--- src/rtl/riscv_pkg.sv ---
// Shared types and constants for the data-memory arbiter: FSM state
// encoding and the master identifiers used for grants.
package riscv_pkg;

  typedef enum logic [1:0] {
    IDLE  = 2'd0,
    BUSY0 = 2'd1,
    BUSY1 = 2'd2
  } arb_state_t;

  localparam logic ARB_M0 = 1'b0;
  localparam logic ARB_M1 = 1'b1;

endpackage

--- src/rtl/riscv_rr_arb2.sv ---
// Combinational two-way picker: round-robin on ties unless FIXED_PRIO,
// in which case master 0 always wins a tie.
module riscv_rr_arb2
  import riscv_pkg::*;
#(
  parameter bit FIXED_PRIO = 1'b0
) (
  input  logic [1:0] req_i,
  input  logic       last_grant_i,
  output logic       grant_valid_o,
  output logic       grant_id_o
);

  always_comb begin
    grant_valid_o = |req_i;
    grant_id_o    = ARB_M0;
    unique case (req_i)
      2'b01:   grant_id_o = ARB_M0;
      2'b10:   grant_id_o = ARB_M1;
      // A tie goes to whichever master was not served last
      2'b11:   grant_id_o = FIXED_PRIO ? ARB_M0 : ~last_grant_i;
      default: grant_id_o = ARB_M0;
    endcase
  end

endmodule

--- src/rtl/riscv_dmem_arbiter.sv ---
// Two-master data-memory arbiter (LSU = master 0, DMA/debug = master 1).
// Optional bus timeout enabled by defining RISCV_DMEM_ARB_TIMEOUT_EN.
module riscv_dmem_arbiter
  import riscv_pkg::*;
#(
  parameter int FIXED_PRIO     = 0,
  parameter int TIMEOUT_CYCLES = 255
) (
  input  logic        clk_i,
  input  logic        rst_i,

  input  logic        m0_req_i,
  input  logic        m0_we_i,
  input  logic [3:0]  m0_be_i,
  input  logic [31:0] m0_addr_i,
  input  logic [31:0] m0_wd_i,
  output logic [31:0] m0_rd_o,
  output logic        m0_ready_o,
  output logic        m0_err_o,

  input  logic        m1_req_i,
  input  logic        m1_we_i,
  input  logic [3:0]  m1_be_i,
  input  logic [31:0] m1_addr_i,
  input  logic [31:0] m1_wd_i,
  output logic [31:0] m1_rd_o,
  output logic        m1_ready_o,
  output logic        m1_err_o,

  output logic        mem_req_o,
  output logic        mem_we_o,
  output logic [3:0]  mem_be_o,
  output logic [31:0] mem_addr_o,
  output logic [31:0] mem_wd_o,
  input  logic [31:0] mem_rd_i,
  input  logic        mem_ready_i
);

  if (TIMEOUT_CYCLES < 1) begin : g_bad_timeout
    $error("riscv_dmem_arbiter: TIMEOUT_CYCLES must be at least 1");
  end

  arb_state_t state_q, state_d;
  logic       last_grant_q, last_grant_d;
  logic       grant_valid, grant_id;
  logic       timeout;
  logic       busy, sel_m1, done;
  logic [31:0] rd_mux;

  riscv_rr_arb2 #(
    .FIXED_PRIO (FIXED_PRIO != 0)
  ) u_pick (
    .req_i         ({m1_req_i, m0_req_i}),
    .last_grant_i  (last_grant_q),
    .grant_valid_o (grant_valid),
    .grant_id_o    (grant_id)
  );

`ifdef RISCV_DMEM_ARB_TIMEOUT_EN
  localparam int CNT_W = $clog2(TIMEOUT_CYCLES + 1);

  logic [CNT_W-1:0] cnt_q, cnt_d;

  // Counter is held at zero while idle, so it reads zero on BUSY entry
  assign timeout = (state_q != IDLE) && !mem_ready_i &&
                   (cnt_q == CNT_W'(TIMEOUT_CYCLES));

  always_comb begin
    cnt_d = cnt_q;
    if (state_q == IDLE || mem_ready_i || timeout) begin
      cnt_d = '0;
    end else begin
      cnt_d = cnt_q + CNT_W'(1);
    end
  end

  always_ff @(posedge clk_i) begin
    if (rst_i) begin
      cnt_q <= '0;
    end else begin
      cnt_q <= cnt_d;
    end
  end
`else
  assign timeout = 1'b0;
`endif

  always_ff @(posedge clk_i) begin
    if (rst_i) begin
      state_q      <= IDLE;
      last_grant_q <= ARB_M1;
    end else begin
      state_q      <= state_d;
      last_grant_q <= last_grant_d;
    end
  end

  always_comb begin
    state_d      = state_q;
    last_grant_d = last_grant_q;
    unique case (state_q)
      IDLE: begin
        if (grant_valid) begin
          state_d      = (grant_id == ARB_M1) ? BUSY1 : BUSY0;
          last_grant_d = grant_id;
        end
      end
      // Always return to IDLE after a transfer: one dead cycle between grants
      BUSY0, BUSY1: begin
        if (mem_ready_i || timeout) begin
          state_d = IDLE;
        end
      end
      default: state_d = IDLE;
    endcase
  end

  assign busy   = (state_q != IDLE);
  assign sel_m1 = (state_q == BUSY1);
  assign done   = mem_ready_i || timeout;
  assign rd_mux = mem_ready_i ? mem_rd_i : 32'h0;

  always_comb begin
    mem_req_o  = 1'b0;
    mem_we_o   = 1'b0;
    mem_be_o   = 4'h0;
    mem_addr_o = 32'h0;
    mem_wd_o   = 32'h0;
    m0_ready_o = 1'b0;
    m0_err_o   = 1'b0;
    m0_rd_o    = 32'h0;
    m1_ready_o = 1'b0;
    m1_err_o   = 1'b0;
    m1_rd_o    = 32'h0;
    if (busy) begin
      mem_req_o = 1'b1;
      if (sel_m1) begin
        mem_we_o   = m1_we_i;
        mem_be_o   = m1_be_i;
        mem_addr_o = m1_addr_i;
        mem_wd_o   = m1_wd_i;
        m1_ready_o = done;
        m1_err_o   = timeout;
        m1_rd_o    = rd_mux;
      end else begin
        mem_we_o   = m0_we_i;
        mem_be_o   = m0_be_i;
        mem_addr_o = m0_addr_i;
        mem_wd_o   = m0_wd_i;
        m0_ready_o = done;
        m0_err_o   = timeout;
        m0_rd_o    = rd_mux;
      end
    end
  end

endmodule
--- config.mk ---
export PLATFORM = sky130hd
export DESIGN_NAME = riscv_dmem_arbiter
export DESIGN_NICKNAME = d
export VERILOG_FILES = /design/src/rtl/riscv_pkg.sv /design/src/rtl/riscv_rr_arb2.sv /design/src/rtl/riscv_dmem_arbiter.sv
export SDC_FILE = /design/constraint.sdc
export NUM_CORES = 1
export LEC_CHECK = 0
export CAP_MARGIN = 20
export CORE_AREA = 4 4 118 120
export DETAILED_ROUTE_END_ITERATION = 8
export DIE_AREA = 0 0 122 124
export GPL_TIMING_DRIVEN = 0
export PLACE_DENSITY = 0.64
export SLEW_MARGIN = 20
export SYNTH_ARGS = -nofsm -noshare
export SYNTH_HDL_FRONTEND = slang
export SYNTH_HIERARCHICAL = 1
export SYNTH_SLANG_ARGS = --single-unit
--- constraint.sdc ---
create_clock -name clk_i -period 2 [get_ports clk_i]
set_clock_uncertainty 0.15 [all_clocks]
set_input_delay 0.2 -clock clk_i [delete_from_list [all_inputs] [get_ports clk_i]]
set_output_delay 0.2 -clock clk_i [all_outputs]
set_load 0.02 [all_outputs]
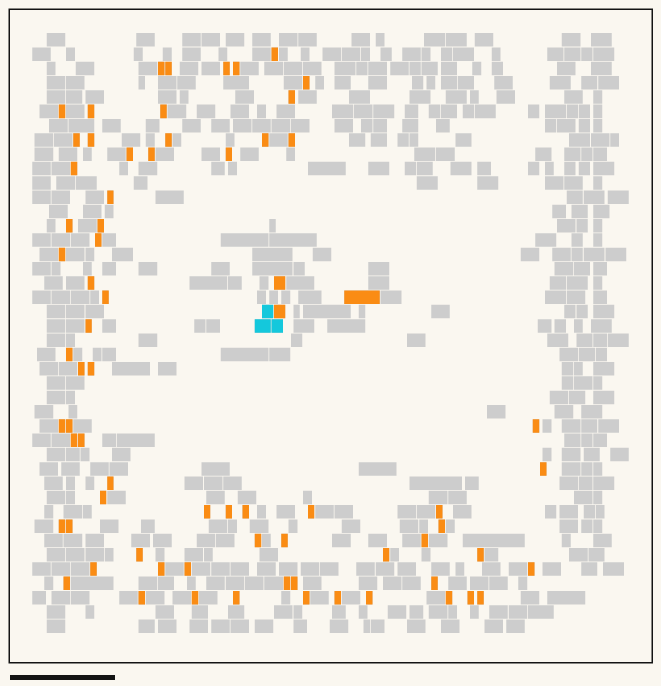
Run 1: logic cells by family
Bar = 20 µm.
legend:
  cyan:
    family: NAND gates
    cells: 3
  orange:
    family: NOR gates
    cells: 72

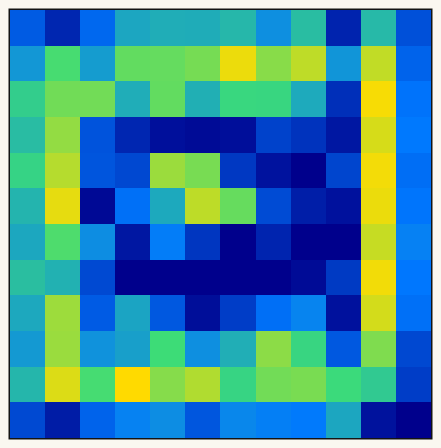
Run 1: placement density heat map
The die is cut into 12 by 12 equal tiles; dark blue is low, red is high, 0 to 100% covered.
fullest tile: 75%
tiles over 75% full: 0.70%
emptiest ninth of the die: center

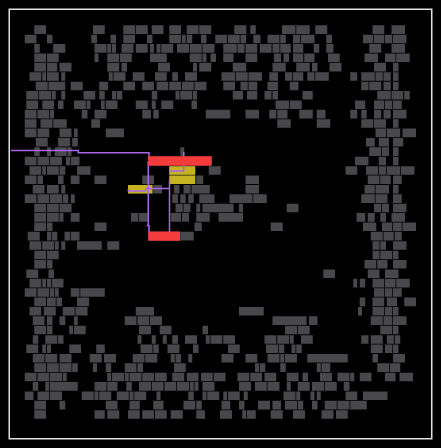
Run 1: clock network drawn from the DEF
legend:
  red:
    item: clock drivers
    count: 3
  purple:
    item: clock wires
    length: 116 µm
  yellow:
    item: flip-flops
    count: 3
routed clock nets: 4

==> run_results.csv, run 1 <==
group,metric,value,unit
sta,setup_viol,19,
grt,grt_max_degree,11,
sta,finalMaxSlewViolations,0,
synthesis,ys_warn_count,6,
floorplan,fp_util,13.65,%
route,ant_nets,0,
setup_path,required,1650,ps
power_and_ir_drop,p_leak,0.002307,µW
setup_path,path_cells,"inv_4 > ha_4 > buf_12 > nor3b_4 > buf_6 > buf_6 > and2_4 > buf_6",
synthesis,ys_sh_aoi,2.542,%
grt,grt_pass1_vias,3061,
clocking,clk_latency,220,ps
synthesis,yosys_area,1772,µm²
sta,grt_setup_unrepaired,"true",
sta,min_period,2018,ps
floorplan,rows,42,
route,drt_wl_total,10.93,mm
floorplan,io_pins,313,
placed_design,dp.cells,739,
synthesis,adder_share,2.119,%
sta,hold_ws,361.0,ps
clocking,cts_hold_buffers,0,
clocking,clkTransAtPathRegs,30,ps
synthesis,ys_seq_share,3.390,%
setup_path,startpoint_type,"flop",
synthesis,syn_avg_cell_area,7.031,µm²
power_and_ir_drop,p_comb_share,80.3,%
clocking,clock_sinks,3,
floorplan,core,12980,µm²
grt,gr-usage-all-layers,12.78,%
setup_path,crit_path_frequent_cell,"buf_6",
power_and_ir_drop,power,1993,µW
power_and_ir_drop,power_density,385.4,nW/µm²
finish,area_growth,191.8,%
finish,final_cell_mix,"176 x clkdlybuf4s50_1, 69 x nor2_1, 65 x mux2i_1",
setup_path,worstPathBufferInverterCount,5,
finish,final_util,39.83,%
min_path,min_from,"state_q[0]",
clocking,clockBufferDepth,2,
min_path,hp-class,"flop to flop",
clocking,cts_buffers,3,
finish,drive_gt1_share,36.43,%
power_and_ir_drop,swShare,40.40,%
grt,antenna_found_initial,0,
grt,grt_overflow,0,
route,dr.pass1.iters,4,
setup_path,critPathSlowestCell,"dfxtp_2",
synthesis,ys_cells,252,
synthesis,mux_area_share,38.98,%
job,warnings,30,
synthesis,synth_cells,252,
job,maxCapViolations,0,
power_and_ir_drop,pwr-share-clk,15.9,%
sta,fin_crit_sh,100.9,%
setup_path,r2r_start,"state_q[0]",
run_status,violations,"negative setup slack",
setup_path,worstSetupPathType,"flop to output port",
placed_design,io_buffers,310,
finish,final_cell_count_no_fill,758,
clocking,h-tree-depth,1,
synthesis,synth_flops,3,
power_and_ir_drop,seqPwrFrac,3.8,%
grt,grt_pass1_wl,15.52,mm
synthesis,synthTopLogicFamily,"simple AND/OR/NAND/NOR gates",
route,drc,0,
finish,lay_top_count,"clkdlybuf4s50_1",
route,wl_per_cell,14.42,µm
floorplan,die_h,124,µm
power_and_ir_drop,p_sw,805.0,µW
route,first_iter_violations,33,
placed_design,preCtsSetupSlack,-543.1,ps
floorplan,chipArea,15130,µm²
placed_design,place_congestion,0.7954,
power_and_ir_drop,internal-power,1188,µW
placed_design,dpl.hpwl,9.463,mm
setup_path,end_kind,"output port",
setup_path,slowest_delay,340,ps
sta,fmax,495.4,MHz
power_and_ir_drop,ir_worst_vdd,0.0002975,V
finish,layout.nets,761,
clocking,cts_tree,"yes",
route,vias_per_cell,3.937,
setup_path,cpLargestDelayFamily,"buffers and inverters",
synthesis,ys_sh_simple,41.53,%
sta,hold_viol,0,
clocking,clockRootBuffer,"clkbuf_16",
setup_path,cp_max_fo,8,
sta,setup_ws,-18.45,ps
run_status,outcome,"finished, violations left",
finish,diodes,0,
setup_path,worstSetupStartpoint,"state_q[0]",
synthesis,synth.distinct_cells,23,
setup_path,cp.arrival,1670,ps
floorplan,die_x,122,µm
synthesis,ys_sh_xor,0,%
synthesis,syn-cell-area,1772,µm²
route,vias,2984,
==> run 1: sequential cells by signal, indices dropped and copies added, names as in the netlist <==
register	cells
state_q	2
last_grant_q	1
==> run 1: worst register-to-register path: stages (launching register included) <==
cell and delay, ps:
dfxtp_2 320, inv_4 70, ha_2 250, buf_6 180, buf_6 160, nand4_1 90, a21oi_1 150
==> run 1: area by class of cell <==
type	instances	area [µm²]
inverter	3	13.76
clock buffer	4	78.83
tap	176	220.2
fill	1361	7810
buffer	24	297.8
multi-input combinational	223	1628
timing repair buffer	325	2869
sequential	3	62.56
==> run 1: path summary, 6_finish.rpt <==
check                                  end  slack [ps]  cells after the start
worst max-delay path            m0_rd_o[3]         -20                      8
worst max register to register  state_q[1]         570                      6
worst min register to register  state_q[0]         360                      2
worst min-delay path            state_q[0]         360                      2
==> run 1: cells by family after synthesis <==
kind of cell | Yosys count
other cells | 1
buf+inv | 27
compound gates | 7
flops | 3
mux | 69
fa+ha+maj | 3
simple gates | 142
==> run 1: cells in the mapped netlist <==
cell type  count  area share (%)
a21boi_1       2            0.85
a21oi_1        2            0.56
a311o_1        1            0.56
and2_1        65              23
and3_4         1            0.64
buf_2          9             2.5
buf_4          8             3.4
buf_6          6             3.8
buf_8          1            0.85
conb_1         1            0.21
dfxtp_1        3             3.4
ha_1           3             2.1
inv_1          2            0.42
inv_2          1            0.21
mux2i_1       69              39
nand2b_1       1            0.35
nand4_1        1            0.35
nand4b_1       1            0.49
nor2_1        69              15
nor2b_1        2            0.71
nor3b_4        1             1.1
o21ai_0        2            0.56
or2_1          1            0.35
==> run 1: metal layers <==
metal / up-vias / track usage [%] / share of wire [%]
met3: 4 / 5.177 / 13
met2: 167 / 25.59 / 54
met4: 0 / 1.120 / 0.41
met1: 1330 / 12.76 / 33
li1: 1483 / - / -
met5: - / 0 / 0
==> run 1: power groups by stage <==
stage	registers [µW]	clock network, µW	logic, µW
final	75.7	317	1600
after global routing	77.1	332	1710
after CTS	74.4	324	1650
after detailed placement	73.1	0	1590
after global placement	72.8	0	1580
after floorplan	71.9	0	717
==> run 1: per-stage QoR <==
stage / setup TNS (ps) / cell area [µm²]
4_1_cts: -623.0 / 5301
3_3_place_gp: -33700 / 5099
3_5_place_dp: -36030 / 5099
2_1_floorplan: 0 / 1775
5_1_grt: -3524 / 5170
6_report: -129.0 / 5170
==> run 1: timing repair <==
item                       in CTS  in global routing
cloned                          5                  0
setup endpoints to repair     134                118
gates resized                 548                 84
buffers inserted                4                  6
pin swaps                       2                  4
## Run 2: what changed since run 1
--- a/config.mk
+++ b/config.mk
@@ -11,6 +11,8 @@
 export DIE_AREA = 0 0 122 124
 export GPL_TIMING_DRIVEN = 0
 export PLACE_DENSITY = 0.64
+export RECOVER_POWER = 50
+export REMOVE_ABC_BUFFERS = 1
 export SLEW_MARGIN = 20
 export SYNTH_ARGS = -nofsm -noshare
 export SYNTH_HDL_FRONTEND = slang
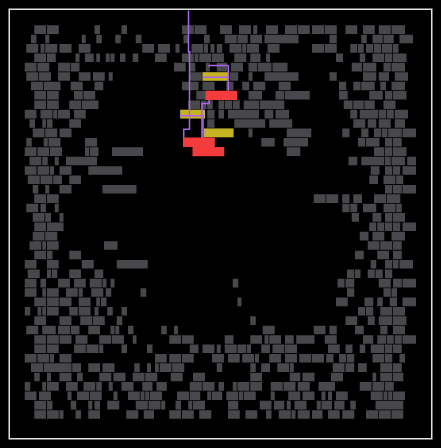
Run 2: clock network drawn from the DEF
legend:
  red:
    item: clock drivers
    count: 3
  yellow:
    item: flip-flops
    count: 3
  purple:
    item: clock wires
    length: 105 µm
routed clock nets: 4

==> run 2 against run 1 <==
  * The flow still finishes with violations (negative setup slack)
  * Global-route usage is 1.3 points higher
  * Design area is 2.1% higher
  * Non-clock buffer count is 1 higher
  * Fmax is 3.2% lower
  * Synthesized area stayed put
  * Critical path type unchanged
  * Highest routed layer unchanged
==> run_results.csv, run 2 <==
group,metric,value,unit
sta,fmax,479.7,MHz
floorplan,rows,42,
synthesis,edf_count,0,
finish,largest_register_ffs,2,
route,ant_nets,0,
clocking,cts_tree,"yes",
job,maxCapViolations,0,
clocking,cts_hold_buffers,0,
floorplan,io_pins,313,
power_and_ir_drop,power,2034,µW
synthesis,synth_flops,3,
synthesis,synthTopLogicFamily,"simple AND/OR/NAND/NOR gates",
finish,final_cell_mix,"174 x clkdlybuf4s50_1, 69 x nor2_1, 63 x mux2i_1",
setup_path,startpoint_type,"flop",
placed_design,dpl.hpwl,9.402,mm
synthesis,ys_sh_aoi,2.542,%
clocking,clkTransAtPathRegs,30,ps
run_status,outcome,"finished, violations left",
synthesis,ys_sh_simple,41.53,%
clocking,h-tree-depth,1,
floorplan,core,12980,µm²
synthesis,synth.distinct_cells,23,
synthesis,largest_area_cell,"mux2i_1",
setup_path,required,1650,ps
job,warnings,29,
setup_path,cp.arrival,1730,ps
route,drc,0,
route,wl_per_cell,16.59,µm
sta,hold_viol,0,
floorplan,die_h,124,µm
placed_design,place_area,4984,µm²
synthesis,mux_area_share,38.98,%
clocking,clock_sinks,3,
grt,grt_pass1_vias,3123,
synthesis,ys_cells,252,
sta,fin_crit_sh,104.2,%
synthesis,adder_share,2.119,%
finish,final_cell_count_no_fill,762,
route,drt_wl_total,12.64,mm
grt,grt_pass1_wl,16.84,mm
finish,lay_top_count,"clkdlybuf4s50_1",
clocking,clockRootBuffer,"clkbuf_16",
clocking,clk_latency,220,ps
placed_design,place_congestion,0.7680,
grt,gr-usage-all-layers,14.12,%
floorplan,fp_util,13.65,%
setup_path,cp_max_fo,8,
route,vias_per_cell,3.978,
route,dr.pass1.iters,4,
synthesis,synth_cells,252,
synthesis,synth.area.top_cells,"mux2i_1 39%, and2_1 23%, nor2_1 15%",
sta,setup_viol,16,
grt,grt_max_degree,47,
synthesis,top_area_share,38.98,%
finish,area_growth,197.9,%
synthesis,yosys_area,1772,µm²
sta,finalSetupTns,-316.0,ps
floorplan,die_x,122,µm
placed_design,dp.cells,717,
synthesis,ys_warn_count,6,
floorplan,chipArea,15130,µm²
synthesis,netlist_top_cells_count,"69 x mux2i_1, 69 x nor2_1, 65 x and2_1, 9 x buf_2, 8 x buf_4",
placed_design,io_buffers,310,
synthesis,syn-cell-area,1772,µm²
min_path,hp-class,"flop to flop",
sta,grt_setup_unrepaired,"true",
clocking,clockBufferDepth,2,
finish,diodes,0,
sta,finalMaxSlewViolations,0,
finish,largest_register,"state_q",
route,first_iter_violations,53,
setup_path,worstSetupPathType,"flop to output port",
run_status,violations,"negative setup slack",
grt,grt_overflow,0,
synthesis,synth_top_flop_cell,"dfxtp_1",
clocking,cts_buffers,3,
synthesis,ys_async_sr_fraction,0,%
finish,reg_top3,"state_q: 2 flops, last_grant_q: 1 flops",
power_and_ir_drop,power_density,385.3,nW/µm²
grt,antenna_found_initial,0,
route,vias,3031,
finish,drive_gt1_share,31.91,%
sta,hold_ws,381.7,ps
setup_path,end_kind,"output port",
synthesis,ys_sh_xor,0,%
sta,min_period,2085,ps
sta,setup_ws,-84.53,ps
power_and_ir_drop,p_leak,0.002351,µW
finish,layout.nets,765,
power_and_ir_drop,ir_worst_vdd,0.0002031,V
synthesis,syn_avg_cell_area,7.031,µm²
synthesis,ys_seq_share,3.390,%
finish,finalInstanceArea,5278,µm²
[run 2: cell counts after synthesis]
No cell type changed its count.
[run 2: where the power goes]
part | leakage [µW] | internal [µW] | switching [µW]
sequential | 0.0000259 | 68.4 | 6.53
clock | 0.0000382 | 263 | 52.9
combinational | 0.00229 | 860 | 783
[run 2: final timing paths]
kind	startpoint	to	slack [ps]	cells past startpoint
setup / recovery	state_q[0]	m0_rd_o[31]	-80	9
hold / removal	state_q[1]	state_q[1]	380	2
setup reg to reg	state_q[1]	state_q[0]	480	6
hold reg to reg	state_q[1]	state_q[1]	380	2
[run 2: cell families (layout without fill, tap and decap cells)]
group,Yosys count,in the layout
AOI/OAI and AO/OA,7,7
adders and majority gates,3,3
buffers and inverters,27,357
DFF,3,3
muxes,69,69
other,1,2
and+or+nand+nor,142,145
[run 2: repair_timing]
action,4_1_cts,5_1_grt
gates cloned,4,5
pin swaps,4,4
resized,494,81
setup endpoints to repair,135,95
setup buffers,20,12
[run 2: area by class of cell]
cell class                 count  area [µm²]
clock buffer                   4       78.83
inverter                       3       13.76
sequential                     3       65.06
timing repair buffer         350        3262
tap                          176       220.2
multi-input combinational    226        1638
fill                        1353        7702
[run 2: critical path, cell delays in order (launching register included)]
cell and delay [ps]:
dfxtp_2 340, inv_4 50, ha_4 180, buf_6 130, buf_6 110, nor3b_4 210
buf_6 160, buf_6 90, and2_4 130, buf_6 110
[run 2: metrics by stage]
step	util (%)	setup slack (ps)
after floorplan	-	-1848
after global placement	37.84	-3439
after detailed placement	38.39	-852.3
after CTS	38.37	-114.1
after global routing	40.66	-148.7
final	40.66	-84.53
[run 2: routing by layer]
| metal | up-vias | routed length, µm | track usage, % |
|---|---|---|---|
| li1 | 1497 | - | - |
| met1 | 1344 | 4308 | 14.50 |
| met2 | 184 | 6916 | 28.83 |
| met3 | 6 | 1353 | 3.996 |
| met4 | 0 | 61 | 1.751 |
| met5 | - | 0 | 0 |
No activity file was given, so power comes from the tool's default toggle rates.
